===== src/rtl/fir_mac_pkg.sv =====
// rtl/fir_mac_pkg.sv - shared widths, saturation limits, FSM states and sat18 for the FIR MAC sequencer
package fir_mac_pkg;

  localparam int     DW      = 18;
  localparam int     PW      = 36;
  localparam int     SATW    = 64;
  localparam longint SAT_MAX = 131071;
  localparam longint SAT_MIN = -131072;

  typedef enum logic [1:0] {IDLE, RUN, DRAIN, OUT} state_t;

  function automatic logic signed [DW-1:0] sat18(input logic signed [SATW-1:0] x);
    if (x > SAT_MAX) return DW'(SAT_MAX);
    if (x < SAT_MIN) return DW'(SAT_MIN);
    return x[DW-1:0];
  endfunction

endpackage


===== src/rtl/fir_mac_rsat.sv =====
// rtl/fir_mac_rsat.sv - combinational round, arithmetic shift and 18-bit saturation of the accumulator
// Build option: FIR_MAC_ROUND_EN adds half an output LSB before the shift (round half up); otherwise truncates.
module fir_mac_rsat
  import fir_mac_pkg::*;
#(
  parameter int ACCW      = 42,
  parameter int OUT_SHIFT = 17
) (
  input  logic signed [ACCW-1:0] acc,
  output logic        [DW-1:0]   res
);

`ifdef FIR_MAC_ROUND_EN
  // (1 << S) >> 1 gives 2^(S-1) and collapses to 0 when S is 0
  localparam logic signed [ACCW:0] RND = ((ACCW+1)'(1) << OUT_SHIFT) >> 1;
`else
  localparam logic signed [ACCW:0] RND = '0;
`endif

  logic signed [ACCW:0]   sum;
  logic signed [ACCW:0]   shifted;
  logic signed [SATW-1:0] wide;

  assign sum     = {acc[ACCW-1], acc} + RND;
  assign shifted = sum >>> OUT_SHIFT;
  assign wide    = {{(SATW-ACCW-1){shifted[ACCW]}}, shifted};
  assign res     = sat18(wide);

endmodule


===== src/rtl/fir_mac_seq.sv =====
// rtl/fir_mac_seq.sv - time-multiplexed FIR sequencer/accumulator feeding one external registered 18x18 multiplier
// Build option: FIR_MAC_ROUND_EN selects round-half-up output scaling (see fir_mac_rsat).
module fir_mac_seq
  import fir_mac_pkg::*;
#(
  parameter int NTAPS     = 16,
  parameter int OUT_SHIFT = 17,
  parameter int ACCW      = 42
) (
  input  logic                     CLK0,
  input  logic                     RST0_N,
  input  logic                     in_valid,
  output logic                     in_ready,
  input  logic [DW-1:0]            in_data,
  input  logic                     coef_we,
  input  logic [$clog2(NTAPS)-1:0] coef_addr,
  input  logic [DW-1:0]            coef_data,
  output logic [DW-1:0]            mult_a,
  output logic [DW-1:0]            mult_b,
  input  logic [PW-1:0]            mult_p,
  output logic                     out_valid,
  input  logic                     out_ready,
  output logic [DW-1:0]            out_data,
  output logic                     busy
);

  localparam int            AW     = $clog2(NTAPS);
  localparam logic [AW-1:0] K_LAST = AW'(NTAPS - 1);

  state_t                 state;
  state_t                 state_next;
  logic [AW-1:0]          wr_ptr;
  logic [AW-1:0]          k;
  logic [AW-1:0]          rd_idx;
  logic [DW-1:0]          line [NTAPS];
  logic [DW-1:0]          coef [NTAPS];
  logic signed [ACCW-1:0] acc;
  logic signed [ACCW-1:0] acc_next;
  logic signed [ACCW-1:0] prod_ext;
  logic                   p_vld;
  logic                   p_first;
  logic                   accept;
  logic [DW-1:0]          rsat_out;

  assign accept   = in_valid && in_ready;
  assign busy     = (state != IDLE);
  assign rd_idx   = wr_ptr - k;
  assign prod_ext = {{(ACCW-PW){mult_p[PW-1]}}, mult_p};

  always_ff @(posedge CLK0 or negedge RST0_N) begin
    if (!RST0_N) state <= IDLE;
    else         state <= state_next;
  end

  always_comb begin
    state_next = state;
    mult_a     = '0;
    mult_b     = '0;
    case (state)
      IDLE:  if (accept) state_next = RUN;
      RUN: begin
        mult_a = line[rd_idx];
        mult_b = coef[k];
        if (k == K_LAST) state_next = DRAIN;
      end
      DRAIN: state_next = OUT;
      OUT:   if (out_ready) state_next = IDLE;
      default: state_next = IDLE;
    endcase
  end

  // in_ready is registered so it stays low until the first edge after reset release
  always_ff @(posedge CLK0 or negedge RST0_N) begin
    if (!RST0_N) begin
      in_ready <= 1'b0;
      wr_ptr   <= '0;
      k        <= '0;
      p_vld    <= 1'b0;
      p_first  <= 1'b0;
    end else begin
      in_ready <= (state_next == IDLE);
      p_vld    <= (state == RUN);
      p_first  <= (state == RUN) && (k == '0);
      if (accept)            k <= '0;
      else if (state == RUN) k <= k + AW'(1);
      if (state == RUN && k == K_LAST) wr_ptr <= wr_ptr + AW'(1);
    end
  end

  always_ff @(posedge CLK0 or negedge RST0_N) begin
    if (!RST0_N) begin
      for (int i = 0; i < NTAPS; i++) begin
        line[i] <= '0;
        coef[i] <= '0;
      end
    end else begin
      if (accept)            line[wr_ptr]    <= in_data;
      if (coef_we && !busy)  coef[coef_addr] <= coef_data;
    end
  end

  // The last product arrives during DRAIN, so the output is scaled from acc_next, not acc
  always_comb begin
    acc_next = p_first ? prod_ext : acc + prod_ext;
  end

  fir_mac_rsat #(
    .ACCW      (ACCW),
    .OUT_SHIFT (OUT_SHIFT)
  ) u_rsat (
    .acc (acc_next),
    .res (rsat_out)
  );

  always_ff @(posedge CLK0 or negedge RST0_N) begin
    if (!RST0_N) begin
      acc       <= '0;
      out_valid <= 1'b0;
      out_data  <= '0;
    end else begin
      if (p_vld) acc <= acc_next;
      if (state == DRAIN) begin
        out_valid <= 1'b1;
        out_data  <= rsat_out;
      end else if (state == OUT && out_ready) begin
        out_valid <= 1'b0;
      end
    end
  end

endmodule


===== config.mk =====
export PLATFORM = sky130hd
export DESIGN_NAME = fir_mac_seq
export DESIGN_NICKNAME = d
export VERILOG_FILES = /design/src/rtl/fir_mac_pkg.sv /design/src/rtl/fir_mac_rsat.sv /design/src/rtl/fir_mac_seq.sv
export SDC_FILE = /design/constraint.sdc
export NUM_CORES = 1
export LEC_CHECK = 0
export ABC_CLOCK_PERIOD_IN_PS = 6200
export CAP_MARGIN = 20
export CORE_MARGIN = 8
export CORE_UTILIZATION = 35
export CTS_CLUSTER_DIAMETER = 150
export DETAILED_ROUTE_END_ITERATION = 6
export HOLD_SLACK_MARGIN = 0.12
export RECOVER_POWER = 100
export SLEW_MARGIN = 20
export SYNTH_ARGS = -nofsm -noshare
export SYNTH_HDL_FRONTEND = slang
export SYNTH_SLANG_ARGS = --single-unit
export TNS_END_PERCENT = 20

===== constraint.sdc =====
create_clock -name CLK0 -period 6.2 [get_ports CLK0]
set_input_delay 0.62 -clock CLK0 [delete_from_list [all_inputs] [get_ports CLK0]]
set_output_delay 0.62 -clock CLK0 [all_outputs]
set_load 0.02 [all_outputs]

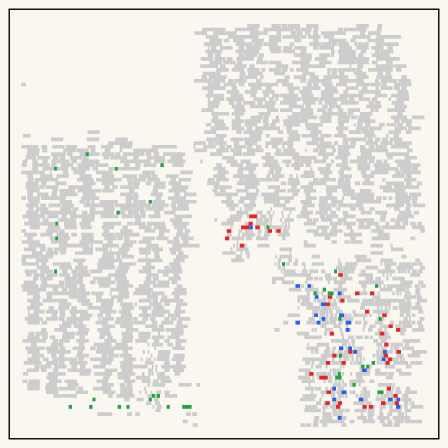
run_1/logic_types.png
AND-OR and OR-AND gates -> blue  # cells 27, where bottom right
XOR/XNOR gates -> red  # cells 43
AND and OR gates -> green  # cells 39

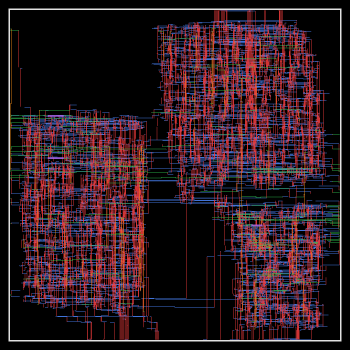
run_1/wires.png
metal 5 -> purple  # wire length 36.8 um
metal 3 -> green  # wire length 3580 um
metal 2 -> red  # wire length 41.3 mm
metal 1 -> blue  # wire length 34.9 mm
metal 4 -> orange  # wire length 2600 um

==> reports/summary.txt, run 1 <==
PD cells = 488.3 nW/um2
Max VDD drop = 0.3032 mV
H-tree Lvls = 3
CP dominant cell by count = a211oi_1
DR pass1 iterations = 6
Worst EP required = 5580 ps
CTS max path bufs = 3
Worst reg2reg setup slack = 1390 ps
Crit path buffers/inverters = 2
Row cnt = 110
Synth warnings = 0
Clk root buf = clkbuf_16
Post-CTS sizing = 0
Setup CP Type = register to output pin
Antenna viol nets, final = 0
Placed cells = 3508
Vias/cell = 5.414
Drt total wl = 82430 um
Registers, synthesis = 650
Area growth from synthesis to layout = 15.96%
Post CTS Setup Buffer Count = 0
GRT Total Usage = 16.28%
Setup slack after layout = 653.7 ps
Status = complete, but fails checks
Post-synthesis sequential area ratio = 51.03%
F_max = 0.1803 GHz
Cell leakage power = 16.83 nW
Flop pwr share = 32.4%
Post-synthesis cell area = 31880 um2
Final instance area = 36960 um2
Hold bufs inserted after CTS = 1
Final hold violation count = 0
Worst-margin pin slew = 3909 ps
Initial detailed-routing violation count = 1400
Max-cap violations = 32
Instance count on the critical path = 7
Worst reg2reg path startpoint = acc[1]
DIE HEIGHT = 317.8 um
Total grt overflow = 0
Net Sw Frac = 36.53%
RD Place Congestion = 0.8339
Arr. time, crit path = 4930 ps
CP Capture Type = output pin
Remaining DRCs = 0
Top cells excl fill/tap = dfrtp_1 (646), mux2_2 (588), mux4_2 (162)
Final Max Slew Viols = 1094
Cells on worst reg2reg path = 11
Hold Crit Depth = 1
Failing checks = max-capacitance violations, max-slew violations
Die W = 317.8 um
Cell Chain, Critical Path = fa_4 > buf_4 > mux4_2 > nor2b_1 > a211oi_1 > a211oi_1 > dlygate4sd3_1
Worst path slowest cell = fa_4
Yosys Instances = 2303
Clk sinks = 650
Pre-Place Util = 35.36%
Ratio of cells with drive above 1 in the final layout = 37.10%
Critical Path Fanout Max = 37
Mapped Cells = 2303
Setup TNS = 0 ps
Hold crit path type = register to register
Vias in the first global route = 21500
Biggest regs = coef x288, line x288, acc x42
Vias post-DR = 19750
Initial antenna violation count = 8
Placeable Area = 90150 um2
Clock Pin Slew Worst Setup and Hold Paths = 60 ps
Synthesized Nets = 2436
Critical path startpoint category = register
Core Util, Final = 41.00%
Avg Cell Area, Syn = 13.84 um2
Wirelength per Cell = 22.60 um
CTS tree = built
Unrepaired setup endpoints after global routing = false
Pre-CTS setup slack = 1122 ps
Final non-filler cell total = 3648
Min-Delay Startpoint = acc[11]
FF-to-FF End = out_data[16]
Worst path max stage delay = 1440 ps
Post-synthesis async set-or-reset flop share = 100.0%
Combinational Power Share = 42.6%
Commonest Layout Cell = dfrtp_1
Total power = 18.05 mW
Hold Worst Slack = 489.4 ps
Period Utilization, post-route = 89.46%
Post-synth cell types = 61
Clk_lat worst skew = 630 ps
Critical Path Start = k[1]
Total tool warning count = 39
Skew final = 25.98 ps
Crit path capture = mult_a[11]
Worst Hold Path EP = acc[11]
Placed Instance Area = 34640 um2
Count of library flops with an enable pin = 0
# IOs = 138
First-pass GRT wire length = 129900 um
Family with the most delay on the worst path = adder cells
IO buf count = 137
Dpl hpwl = 50800 um
Max_slew headroom = -160.6%
Nets = 2544
Endpoints failing setup = 0
CTS buffer count = 76
Chip Area = 101000 um2
Clock Power Share = 25.0%
Largest net degree at the start of global routing = 177
Crit path time final = 5546 ps
Most used DFF post-synth = dfrtp_1
Sw power = 6.594 mW
Internal = 11.46 mW
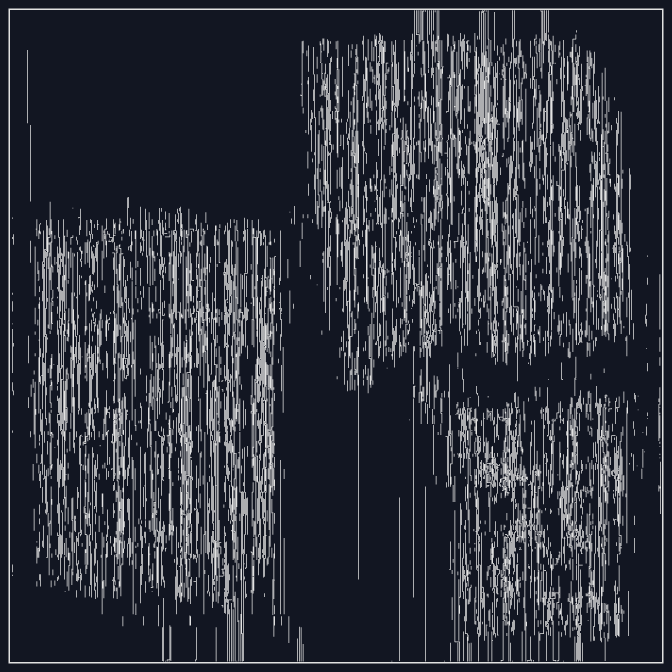
run_1/layer_met2.png
main direction = vertical
wire length on this layer = 41.3 mm
nets with wire on the layer = 2337

## run 1: synthesized netlist by cell type, drive strengths merged, types with 14 or more instances
master | instances | area share, %
a211oi | 42 | 1.1
a21oi | 86 | 1.4
and2 | 27 | 0.53
buf | 26 | 0.38
clkbuf | 128 | 1.5
dfrtp | 650 | 51
ha | 50 | 2.0
inv | 26 | 0.31
mux2 | 589 | 21
mux2i | 26 | 0.82
mux4 | 162 | 11
nand2 | 103 | 1.2
nand3 | 14 | 0.22
nor2 | 96 | 1.1
nor2b | 24 | 0.47
nor3 | 16 | 0.27
o21ai | 58 | 0.92
o22ai | 18 | 0.35
xnor2 | 28 | 0.77
xor2 | 15 | 0.41
## run 1: area by class of cell
class                   count  area (um2)
multi-input cells        1473       14920
flip-flops and latches    650       16270
inverters                  26       97.59
fillers                  8165       53180
repair buffers            184        1637
diodes                      3       7.507
clock buffers             108        2215
clock inverters            28       347.8
well taps                1176        1471
## run 1: routing by layer
layer	track usage, %	wire (um)	up-vias
met2	27.94	41350	388
met1	20.51	34870	10420
met3	3.239	3576	163
met4	5.420	2604	6
met5	0	36	-
li1	-	-	8772
## run 1: power by group through the flow
stage          Sequential (mW)  Clock, mW  Combinational, mW
3_5_place_dp              5.92          0               7.91
2_1_floorplan             5.72          0               5.56
5_1_grt                   5.97       4.84               8.38
3_3_place_gp              5.83          0               7.80
6_report                  5.85       4.51               7.69
4_1_cts                   5.85       4.65               7.93
## run 1: cells by family after synthesis
group | count (synthesis) | synth area share (%)
mux | 777 | 33.07
fa+ha+maj | 52 | 2.088
simple gates | 326 | 4.824
flops | 650 | 51.03
compound gates | 275 | 5.617
buf+inv | 180 | 2.190
xor+xnor | 43 | 1.182
==> run 1 -> run 2 <==
ABC_AREA = 1   (was unset)
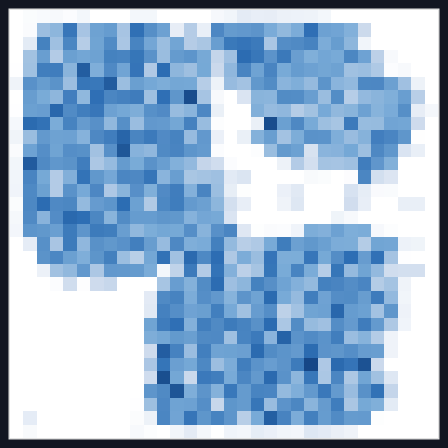
run_2/cell_density.png
The die is cut into 32 by 32 equal tiles; white is low, dark blue is high, 0 to 100% covered.
emptiest ninth of the die = bottom left
densest ninth of the die = bottom middle
mean over tiles = 35%
Placeable Area: 91250 um2
Core Util, Final: 40.34%

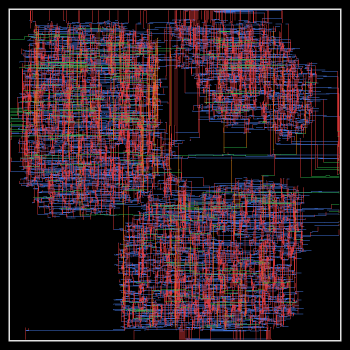
run_2/wires.png
metal 4 -> orange  # wire length 3080 um
metal 3 -> green  # wire length 5290 um
metal 1 -> blue  # wire length 44.8 mm
metal 2 -> red  # wire length 43.4 mm

==> reports/summary.txt, run 2 <==
Post-synth cell types = 43 (-30%)
Worst EP required = 5580 ps (about the same)
Worst reg2reg path startpoint = acc[0]
Internal = 11.81 mW (+3.1%)
Sw power = 9.223 mW (+40%)
Row cnt = 111 (+0.91%)
Clock Pin Slew Worst Setup and Hold Paths = 60 ps (about the same)
DR pass1 iterations = 7 (+1)
Post-synthesis sequential area ratio = 50.75% (-0.28 points)
Failing checks = max-capacitance violations, max-slew violations
Total tool warning count = 42 (+7.7%)
First-pass GRT wire length = 152300 um (+17%)
Worst reg2reg setup slack = 1800 ps (+410 ps)
Final non-filler cell total = 5266 (+44%)
Final instance area = 36810 um2 (-0.42%)
Synth warnings = 0 (unchanged)
Remaining DRCs = 0 (unchanged)
Combinational Power Share = 49.4% (+6.8 points)
CTS tree = built
Cells on worst reg2reg path = 19 (+8)
Family with the most delay on the worst path = adder cells
Max-cap violations = 37 (+16%)
Die W = 318.6 um (+0.26%)
Max_slew headroom = -109.3% (+51 points)
Mapped Cells = 4019 (+75%)
Antenna viol nets, final = 0 (unchanged)
Hold bufs inserted after CTS = 1 (unchanged)
Status = complete, but fails checks
Synthesized Nets = 4152 (+70%)
PD cells = 571.4 nW/um2 (+17%)
Worst-margin pin slew = 3140 ps (-768.8 ps)
Commonest Layout Cell = nand2_1
Dpl hpwl = 58100 um (+14%)
H-tree Lvls = 3 (unchanged)
RD Place Congestion = 0.8594 (+3.1%)
GRT Total Usage = 18.54% (+2.3 points)
Most used DFF post-synth = dfrtp_1
Max VDD drop = 0.4209 mV (+39%)
Initial antenna violation count = 5 (-3)
Vias/cell = 5.217 (-3.6%)
Vias in the first global route = 26050 (+21%)
Min-Delay Startpoint = coef[116]
Hold crit path type = register to register
Clock Power Share = 22.0% (-3.0 points)
Synth top area share = 50.75% (-0.28 points)
Chip Area = 101500 um2 (+0.52%)
Post-synthesis async set-or-reset flop share = 100.0% (unchanged)
Clk_lat worst skew = 660 ps (+30 ps)
Post CTS Setup Buffer Count = 0 (unchanged)
Top-count cell post-synth = nand2_1
Worst path slowest cell = fa_4
Unrepaired setup endpoints after global routing = false
Worst Hold Path EP = coef[116]
FF-to-FF End = out_data[3]
Endpoints failing setup = 0 (unchanged)
Top cells excl fill/tap = nand2_1 (1257), o21ai_0 (787), dfrtp_1 (649)
Crit path time final = 5603 ps (+56.39 ps)
Critical path startpoint category = register
Pre-Place Util = 35.13% (-0.23 points)
Post-CTS sizing = 0 (unchanged)
Placed cells = 5127 (+46%)
Setup CP Type = register to output pin
Final Max Slew Viols = 1677 (+53%)
Vias post-DR = 27470 (+39%)
IO buf count = 137 (unchanged)
Drt total wl = 96550 um (+17%)
Skew final = 28.84 ps (+2.860 ps)
Yosys Instances = 4019 (+75%)
Nets = 4154 (+63%)
Total power = 21.03 mW (+17%)
Count of library flops with an enable pin = 0 (unchanged)
Registers, synthesis = 650 (unchanged)
CP Capture Type = output pin
Placed Instance Area = 34440 um2 (-0.56%)
Post-synthesis cell area = 32050 um2 (+0.55%)
CTS max path bufs = 3 (unchanged)
Setup slack after layout = 597.3 ps (-56.39 ps)
Largest area contributor in the synthesized netlist = dfrtp_1
Period Utilization, post-route = 90.37% (+0.91 points)
Largest net degree at the start of global routing = 169 (-4.5%)
Clk root buf = clkbuf_16
Crit path buffers/inverters = 2 (unchanged)
Setup TNS = 0 ps (unchanged)
Wirelength per Cell = 18.33 um (-19%)
Cell leakage power = 16.48 nW (-2.1%)
DIE HEIGHT = 318.6 um (+0.26%)
Ratio of cells with drive above 1 in the final layout = 6.181% (-31 points)
Biggest regs = coef x288, line x288, acc x42
Cell Chain, Critical Path = ha_4 > fa_4 > clkbuf_2 > a21oi_1 > a32o_1 > nand2_1 > o21ai_0 > a211oi_1 > dlygate4sd3_1
Hold Crit Depth = 2 (+1)
Top cells, area = dfrtp_1 (51%), nand2_1 (15%), o21ai_0 (12%)
Final hold violation count = 0 (unchanged)
Arr. time, crit path = 4980 ps (+50 ps)
Total grt overflow = 0 (unchanged)
CTS buffer count = 77 (+1.3%)
F_max = 0.1785 GHz (-1.0%)
## run 2: logic make-up after synthesis
group | count (synthesis) | synth area share (%)
buffers and inverters | 467 | 5.594
adder cells (fa/ha/maj) | 52 | 2.077
AND-OR/OR-AND | 1166 | 20.30
XOR/XNOR | 26 | 0.7105
AND/OR/NAND/NOR | 1658 | 20.58
flip-flops | 650 | 50.75
## run 2: power by group through the flow
stage	registers [mW]	logic, mW	clock network, mW
floorplan	5.92	7.20	0
global placement	6.05	10.4	0
detailed placement	6.07	10.6	0
CTS	6.00	10.6	4.75
global route	6.16	11.6	4.90
finish	6.01	10.4	4.63
## run 2: cell type report
class | instances | area, um2
Multi-Input combinational cell | 2902 | 14000
Tap cell | 1186 | 1484
Timing Repair Buffer | 196 | 1729
Clock inverter | 24 | 335.3
Sequential cell | 650 | 16270
Fill cell | 9286 | 54440
Antenna cell | 3 | 7.507
Clock buffer | 111 | 2246
Inverter | 194 | 733.2
## run 2: worst min-delay path, cell delays in order, from the launching register on
cell and delay [ps]:
dfrtp_1 330, nand2_1 50, o21ai_0 60
## run 2: metal layers
layer / routed length (um) / vias to the layer above / track usage (%)
met5: 0 / - / 0
met4: 3083 / 0 / 6.372
met1: 44830 / 13210 / 25.75
met2: 43350 / 710 / 29.20
li1: - / 13380 / -
met3: 5288 / 177 / 3.112
## run 2: worst max-delay path by stage
stage	startpoint	to	cells after the start
6_report	k[0]	mult_a[3]	9
3_3_place_gp	k[0]	mult_a[15]	9
4_1_cts	k[0]	mult_a[15]	9
2_1_floorplan	wr_ptr[0]	mult_a[0]	10
3_5_place_dp	k[0]	mult_a[15]	9
5_1_grt	RST0_N	k[0]	3
No activity file was given, so power comes from the tool's default toggle rates.
